Figure 1. Clock routing (run 1).
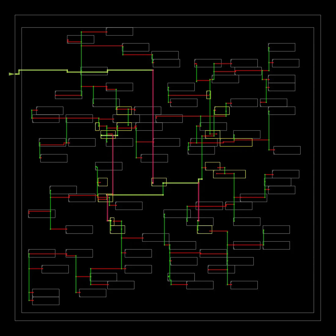
Figure 2. Cell classes on the final placement (run 1).
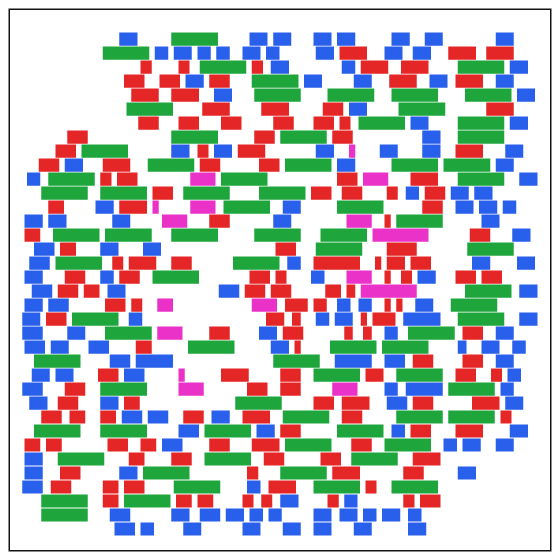
Figure 3. Routed clock nets over the placement (run 1).
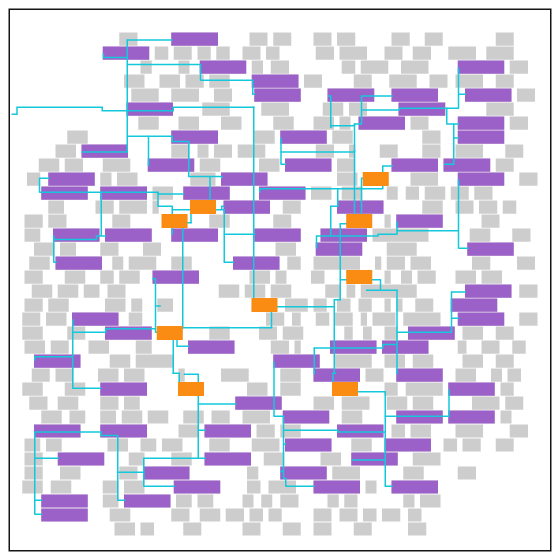
Figure 4. Drive-strength map (run 1).
Scale bar: 20 um.
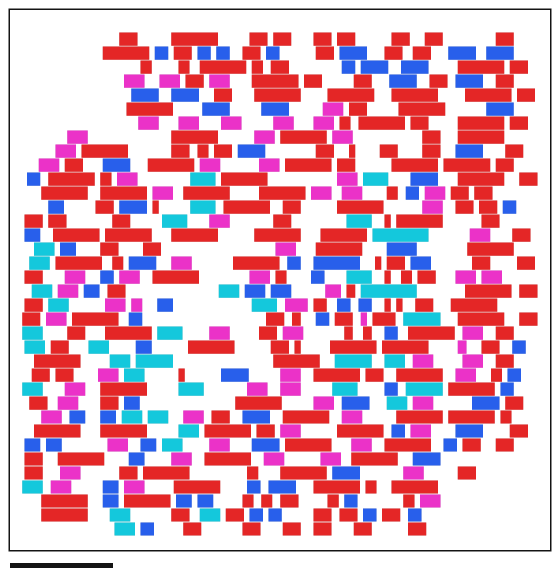
==> config.mk <==
export PLATFORM = sky130hd
export DESIGN_NAME = mem_wb_stage
export DESIGN_NICKNAME = d
export VERILOG_FILES = /design/src/rtl/pipe_pkg.sv /design/src/rtl/mem_wb_stage_mem_if_ctrl.sv /design/src/rtl/mem_wb_stage.sv
export SDC_FILE = /design/constraint.sdc
export NUM_CORES = 1
export LEC_CHECK = 0
export CAP_MARGIN = 15
export CELL_PAD_IN_SITES_DETAIL_PLACEMENT = 1
export CELL_PAD_IN_SITES_GLOBAL_PLACEMENT = 1
export CORE_MARGIN = 2
export CORE_UTILIZATION = 35
export DETAILED_ROUTE_END_ITERATION = 6
export PLACE_DENSITY = 0.86
export SETUP_SLACK_MARGIN = 0.02
export SYNTH_ARGS = -nofsm -noshare
export SYNTH_HDL_FRONTEND = slang
export SYNTH_HIERARCHICAL = 1
export SYNTH_SLANG_ARGS = --single-unit
==> constraint.sdc <==
create_clock -name clock -period 2.2 [get_ports clock]
set_input_delay 0.44 -clock clock [delete_from_list [all_inputs] [get_ports clock]]
set_output_delay 0.44 -clock clock [all_outputs]
set_load 0.03 [all_outputs]
==> src/rtl/pipe_pkg.sv <==
// Shared types for the MEM/WB end of the 16-bit pipeline: FSM states, the
// EX->MEM instruction record and the write-enable rule for write-back.
package pipe_pkg;

   localparam int DATA_W_DEF = 16;
   localparam int REG_AW_DEF = 3;

   typedef enum logic [1:0] {
      IDLE = 2'd0,
      REQ  = 2'd1,
      WAIT = 2'd2,
      WB   = 2'd3
   } mem_wb_state_t;

   // Field widths follow the package defaults; the stage is built at those widths.
   typedef struct packed {
      logic [DATA_W_DEF-1:0] res_ula;
      logic [DATA_W_DEF-1:0] store_data;
      logic [REG_AW_DEF-1:0] dest;
      logic                  wr_en;
      logic                  mem_rd;
      logic                  mem_wr;
   } ex_mem_t;

   // A pure store never writes the register file; load+store counts as a load.
   function automatic logic wb_write_en(input ex_mem_t x);
      return x.wr_en & ~(x.mem_wr & ~x.mem_rd);
   endfunction

endpackage

==> src/rtl/mem_wb_stage_mem_if_ctrl.sv <==
// Data-memory handshake for mem_wb_stage: request/grant decode, the
// WAIT-state response check and capture of load data.
module mem_if_ctrl
   import pipe_pkg::*;
#(
   parameter int DATA_W = DATA_W_DEF
) (
   input  logic              clk_i,
   input  logic              rst_n_i,
   input  logic              in_req_i,
   input  logic              in_wait_i,
   input  logic              is_load_i,
   input  logic              is_store_i,
   input  logic [DATA_W-1:0] addr_i,
   input  logic [DATA_W-1:0] wdata_i,
   input  logic              gnt_i,
   input  logic              rvalid_i,
   input  logic [DATA_W-1:0] rdata_i,
   output logic              mem_req_o,
   output logic              mem_we_o,
   output logic [DATA_W-1:0] mem_addr_o,
   output logic [DATA_W-1:0] mem_wdata_o,
   output logic              done_o,
   output logic              wait_o,
   output logic [DATA_W-1:0] rdata_o
);

   logic              wr;
   logic              cap;
   logic [DATA_W-1:0] md_q;
   logic [DATA_W-1:0] md_d;

   assign wr          = is_store_i & ~is_load_i;
   assign mem_req_o   = in_req_i;
   assign mem_we_o    = in_req_i & wr;
   assign mem_addr_o  = in_req_i ? addr_i : '0;
   assign mem_wdata_o = (in_req_i && wr) ? wdata_i : '0;

   // A response can land in the grant cycle itself, letting a load skip WAIT.
   assign cap    = (in_req_i & gnt_i & is_load_i & rvalid_i) | (in_wait_i & rvalid_i);
   assign done_o = (in_req_i & gnt_i & (~is_load_i | rvalid_i)) | (in_wait_i & rvalid_i);
   assign wait_o = in_req_i & gnt_i & is_load_i & ~rvalid_i;

   assign md_d    = cap ? rdata_i : md_q;
   assign rdata_o = md_q;

   always_ff @(posedge clk_i or negedge rst_n_i) begin
      if (!rst_n_i) md_q <= '0;
      else          md_q <= md_d;
   end

endmodule

==> src/rtl/mem_wb_stage.sv <==
// MEM/WB stage: accepts one EX instruction, runs the optional memory access
// and pulses the register-file write port. Define MEM_WB_FWD_EN for the
// same-cycle forwarding outputs toward ID.
module mem_wb_stage
   import pipe_pkg::*;
#(
   parameter int DATA_W = DATA_W_DEF,
   parameter int REG_AW = REG_AW_DEF
) (
   input  logic              clock,
   input  logic              reset_n,
   input  logic              in_valid,
   output logic              in_ready,
   input  logic [DATA_W-1:0] in_res_ula,
   input  logic [DATA_W-1:0] in_store_data,
   input  logic [REG_AW-1:0] in_dest,
   input  logic              in_wr_en,
   input  logic              in_mem_rd,
   input  logic              in_mem_wr,
   output logic              mem_req,
   output logic              mem_we,
   output logic [DATA_W-1:0] mem_addr,
   output logic [DATA_W-1:0] mem_wdata,
   input  logic              mem_gnt,
   input  logic              mem_rvalid,
   input  logic [DATA_W-1:0] mem_rdata,
   output logic [DATA_W-1:0] saida_ULA,
   output logic [DATA_W-1:0] saida_MD,
   output logic              controle_wb,
   output logic              BR_Hab_Escrita,
   output logic [REG_AW-1:0] BR_Sel_E,
   output logic              stall
`ifdef MEM_WB_FWD_EN
   ,
   output logic              fwd_valid,
   output logic [REG_AW-1:0] fwd_dest,
   output logic [DATA_W-1:0] fwd_data
`endif
);

   mem_wb_state_t     state_q;
   ex_mem_t           lat_q;
   ex_mem_t           in_f;
   logic [DATA_W-1:0] ula_q;
   logic [REG_AW-1:0] sel_q;
   logic              ctl_q;
   logic              we_q;
   logic              mem_done;
   logic              mem_wait;
   logic [DATA_W-1:0] md;

   assign in_f     = {in_res_ula, in_store_data, in_dest, in_wr_en, in_mem_rd, in_mem_wr};
   assign in_ready = (state_q == IDLE) || (state_q == WB);
   assign stall    = ~in_ready;

   mem_if_ctrl #(.DATA_W(DATA_W)) u_mem (
      .clk_i       (clock),
      .rst_n_i     (reset_n),
      .in_req_i    (state_q == REQ),
      .in_wait_i   (state_q == WAIT),
      .is_load_i   (lat_q.mem_rd),
      .is_store_i  (lat_q.mem_wr),
      .addr_i      (lat_q.res_ula),
      .wdata_i     (lat_q.store_data),
      .gnt_i       (mem_gnt),
      .rvalid_i    (mem_rvalid),
      .rdata_i     (mem_rdata),
      .mem_req_o   (mem_req),
      .mem_we_o    (mem_we),
      .mem_addr_o  (mem_addr),
      .mem_wdata_o (mem_wdata),
      .done_o      (mem_done),
      .wait_o      (mem_wait),
      .rdata_o     (md)
   );

   // Write-back outputs load only on entry to WB and otherwise hold;
   // the write enable alone is a single-cycle pulse.
   always_ff @(posedge clock or negedge reset_n) begin
      if (!reset_n) begin
         state_q <= IDLE;
         lat_q   <= '0;
         ula_q   <= '0;
         sel_q   <= '0;
         ctl_q   <= 1'b0;
         we_q    <= 1'b0;
      end else begin
         we_q <= 1'b0;
         case (state_q)
            IDLE, WB: begin
               if (in_valid) begin
                  lat_q <= in_f;
                  if (in_mem_rd || in_mem_wr) begin
                     state_q <= REQ;
                  end else begin
                     state_q <= WB;
                     ula_q   <= in_f.res_ula;
                     sel_q   <= in_f.dest;
                     ctl_q   <= in_f.mem_rd;
                     we_q    <= wb_write_en(in_f);
                  end
               end else begin
                  state_q <= IDLE;
               end
            end
            REQ, WAIT: begin
               if (mem_done) begin
                  state_q <= WB;
                  ula_q   <= lat_q.res_ula;
                  sel_q   <= lat_q.dest;
                  ctl_q   <= lat_q.mem_rd;
                  we_q    <= wb_write_en(lat_q);
               end else if (mem_wait) begin
                  state_q <= WAIT;
               end
            end
            default: state_q <= IDLE;
         endcase
      end
   end

   assign saida_ULA      = ula_q;
   assign saida_MD       = md;
   assign controle_wb    = ctl_q;
   assign BR_Hab_Escrita = we_q;
   assign BR_Sel_E       = sel_q;

`ifdef MEM_WB_FWD_EN
   assign fwd_valid = we_q;
   assign fwd_dest  = sel_q;
   assign fwd_data  = ctl_q ? md : ula_q;
`endif

endmodule

==> results_dict.tcl, run 1 <==
# yosys + openroad results
set metrics [dict create \
    synth.net_count 302 \
    fp_util_pct 36.3 \
    bufAreaShareNonClock_pct 27.5 \
    worstSetupEndpoint "mem_wdata[3]" \
    worst-r2r-cell-count 7 \
    timing.final.hold_violations 0 \
    fin_tns_setup_ns 0 \
    global_route_wire_length_before_repair_um 14300 \
    cp_common_cell "sky130_fd_sc_hd__buf_6" \
    synth.cellmix.xorXnorShare_pct 0 \
    dominant-cell-class "sequential cells" \
    yosysTopAreaCellShare_pct 54.0 \
    worstPathCellList "inv_2, ha_4, buf_6, nand2_4, nor2_4, buf_6, and2_4, buf_6" \
    fa_ha_maj_cells_area_fraction_pct 0.702 \
    worstSetupStartpoint "state_q[1]" \
    place.gp.congestion 0.713 \
    dp_cells 503 \
    async_flop_share_pct 100 \
    ys_top_cells_by_count "sky130_fd_sc_hd__dfrtp_1, sky130_fd_sc_hd__mux2_2, sky130_fd_sc_hd__and2_1, sky130_fd_sc_hd__mux2_4" \
    postSynthAreaPerCell_um2 14.8 \
    setup_viol 0 \
    sequential_cell_area_mm2 0.00193 \
    antenna_violating_nets_post_route 0 \
    worstHoldPathType "in -> async" \
    nets 448 \
    final.min_clock_period_ns 2.15 \
    firstDrtPassIters 4 \
    post-synth-top-area-cell "sky130_fd_sc_hd__dfrtp_1" \
    status "completed" \
    yosys.cell_count.top_type "sky130_fd_sc_hd__dfrtp_1" \
    logic_gates 146 \
    lay_top_count "sky130_fd_sc_hd__clkdlybuf4s50_1" \
    worst_path_largest_cell_delay_ns 0.40 \
    critPathLaunchType "flop" \
    flop-count 77 \
    aoi_share_pct 2.14 \
]
## Picture notes: Figure 1
Layout clock buffers: 13
number of buffers added by the clock tree synthesis step: 9
Max Clock Skew: 0.00844 ns
clk ins delay skew pair: 0.33 ns

## Picture notes: Figure 2
[other buffers and delay cells] blue | cells: 149 | share of their area: 28%
[all other logic] red | cells: 150 | share of their area: 30%
[flip-flops] green | cells: 77 | share of their area: 37%
[clock drivers and dummy loads] magenta | cells: 16 | share of their area: 4.2%
register fraction of the total cell area: 35.8%
post-route cell area: 0.00538 mm^2
floorplan core area: 0.00982 mm^2
site row count: 36

## Picture notes: Figure 3
[cells driving clock nets] orange | count: 9
[flip-flops] purple | count: 77
[clock wires] cyan | length: 981 um
flops lie: all over the die
routed clock nets: 10
clock group share of total power: 12.8%
power attributed to the clock group: 1170 uW

## Picture notes: Figure 4
[drive 6 and up] cyan | cells: 37 | share: 9.4%
[drive 1 or less] red | cells: 207 | share: 53%
[drive 3 to 4] blue | cells: 78 | share: 20%
[drive 2] magenta | cells: 70 | share: 18%
buffer count excluding the clock tree in the final layout: 149
min setup slack post-route: 0.0517 ns

-- run 1: critical path: cells and delay by family, from the launching register on --
family / cells / cell delay (ns)
adders and majority gates: 1 / 0.14
buffers and inverters: 4 / 0.46
DFF: 1 / 0.40
and+or+nand+nor: 3 / 0.37
-- run 1: power groups by stage --
| stage | combinational [uW] | clock [uW] | sequential, uW |
|---|---|---|---|
| global route | 5650 | 1280 | 2700 |
| global placement | 5020 | 0 | 2540 |
| detailed placement | 5150 | 0 | 2610 |
| CTS | 5240 | 1220 | 2590 |
| finish | 5330 | 1170 | 2610 |
| floorplan | 2810 | 0 | 3160 |
-- run 1: layer usage --
layer | GRT usage, % | routed length (um)
met1 | 18.5 | 3600
met2 | 31.0 | 5040
met3 | 4.55 | 532
met4 | 5.14 | 80
met5 | 0 | 0
Figure 5. Sequential cells colored by netlist name (run 1).
Scale bar: 20 um.
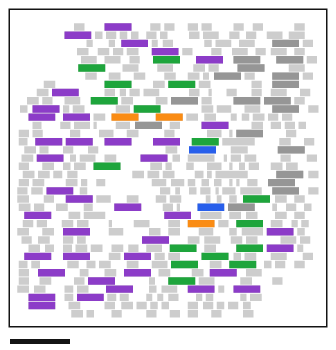

## Run 2: what changed since run 1
--- a/config.mk
+++ b/config.mk
@@ -5,10 +5,10 @@
 export SDC_FILE = /design/constraint.sdc
 export NUM_CORES = 1
 export LEC_CHECK = 0
-export CAP_MARGIN = 15
+export CAP_MARGIN = 20
 export CELL_PAD_IN_SITES_DETAIL_PLACEMENT = 1
 export CELL_PAD_IN_SITES_GLOBAL_PLACEMENT = 1
-export CORE_MARGIN = 2
+export CORE_MARGIN = 1.5
 export CORE_UTILIZATION = 35
 export DETAILED_ROUTE_END_ITERATION = 6
 export PLACE_DENSITY = 0.86
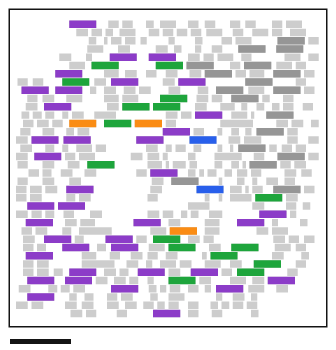
Figure 6: run 2, sequential cells colored by netlist name.
Scale bar: 20 um.
[`state_q`] blue | flops: 2
[`saida_ULA`] green | flops: 16
[`lat_q`] purple | flops: 38
[`BR_Sel_E`] orange | flops: 3
Flop area: 0.00193 mm^2
final design utilization: 54.7%
Seq group: 2600 uW
register fraction of the total cell area: 35.9%

==> run 2 against run 1 <==
Net effect: sequential share of layout area hardly changed; sequential cell count stayed put; register-to-register slack hardly changed; clock skew is 0.0028 ns higher; global-route usage is 1.4 points higher; worst hold slack better by 0.076 ns; first-iteration DRC count is 24% lower; utilization is 0.064 points lower; critical path depth stayed put; largest cell class unchanged; highest routed layer unchanged.
==> results_dict.tcl, run 2 <==
# yosys + openroad results
set metrics [dict create \
    status "completed" \
    worstPathCellList "inv_2, ha_4, buf_6, nand2_4, nor2_4, buf_6, and2_4, buf_6" \
    setup_viol 0 \
    m1WireLength_um 3570 \
    timing.final.hold_violations 0 \
    dr.max_layer_used "met4" \
    final.min_clock_period_ns 2.12 \
    global_route_wire_length_before_repair_um 15100 \
    firstDrtPassIters 4 \
    met3WireLength_um 472 \
    fin_skew_ns 0.0112 \
    power_frac_clock_pct 13.7 \
    critPathLaunchType "flop" \
    critical_path.n_buffers_inverters 4 \
    lay_top_count "sky130_fd_sc_hd__clkdlybuf4s50_1" \
    worst_path_largest_cell_delay_ns 0.40 \
    wl_met2_um 5120 \
    use_met2_pct 33.5 \
    postSynthAreaPerCell_um2 14.8 \
    clock_buffers 10 \
    dominant-cell-class "sequential cells" \
    power_combinational_uw 5300 \
    clkLatencyLatePin_ns 0.35 \
    worstHoldPathType "in -> async" \
    flop-count 77 \
    cp_common_cell "sky130_fd_sc_hd__buf_6" \
]
## run 2: worst max-delay path by stage
stage	start	endpoint	slack, ns	cells after the start
after global routing	state_q[1]	mem_wdata[6]	-0.01	8
after detailed placement	mem_rvalid	saida_ULA[6]	-0.24	7
after CTS	state_q[1]	mem_wdata[4]	-0.02	8
after floorplan	state_q[1]	mem_wdata[10]	0.21	7
after global placement	mem_rvalid	saida_ULA[13]	-0.20	7
final	state_q[1]	mem_wdata[12]	0.08	8
## run 2: kinds of logic (layout without fill, tap and decap cells)
| logic type | after synthesis | count (layout) |
|---|---|---|
| mux | 92 | 92 |
| flops | 77 | 77 |
| simple gates | 44 | 44 |
| buf+inv | 18 | 168 |
| compound gates | 8 | 8 |
| fa+ha+maj | 2 | 2 |
No activity file was given, so power comes from the tool's default toggle rates.
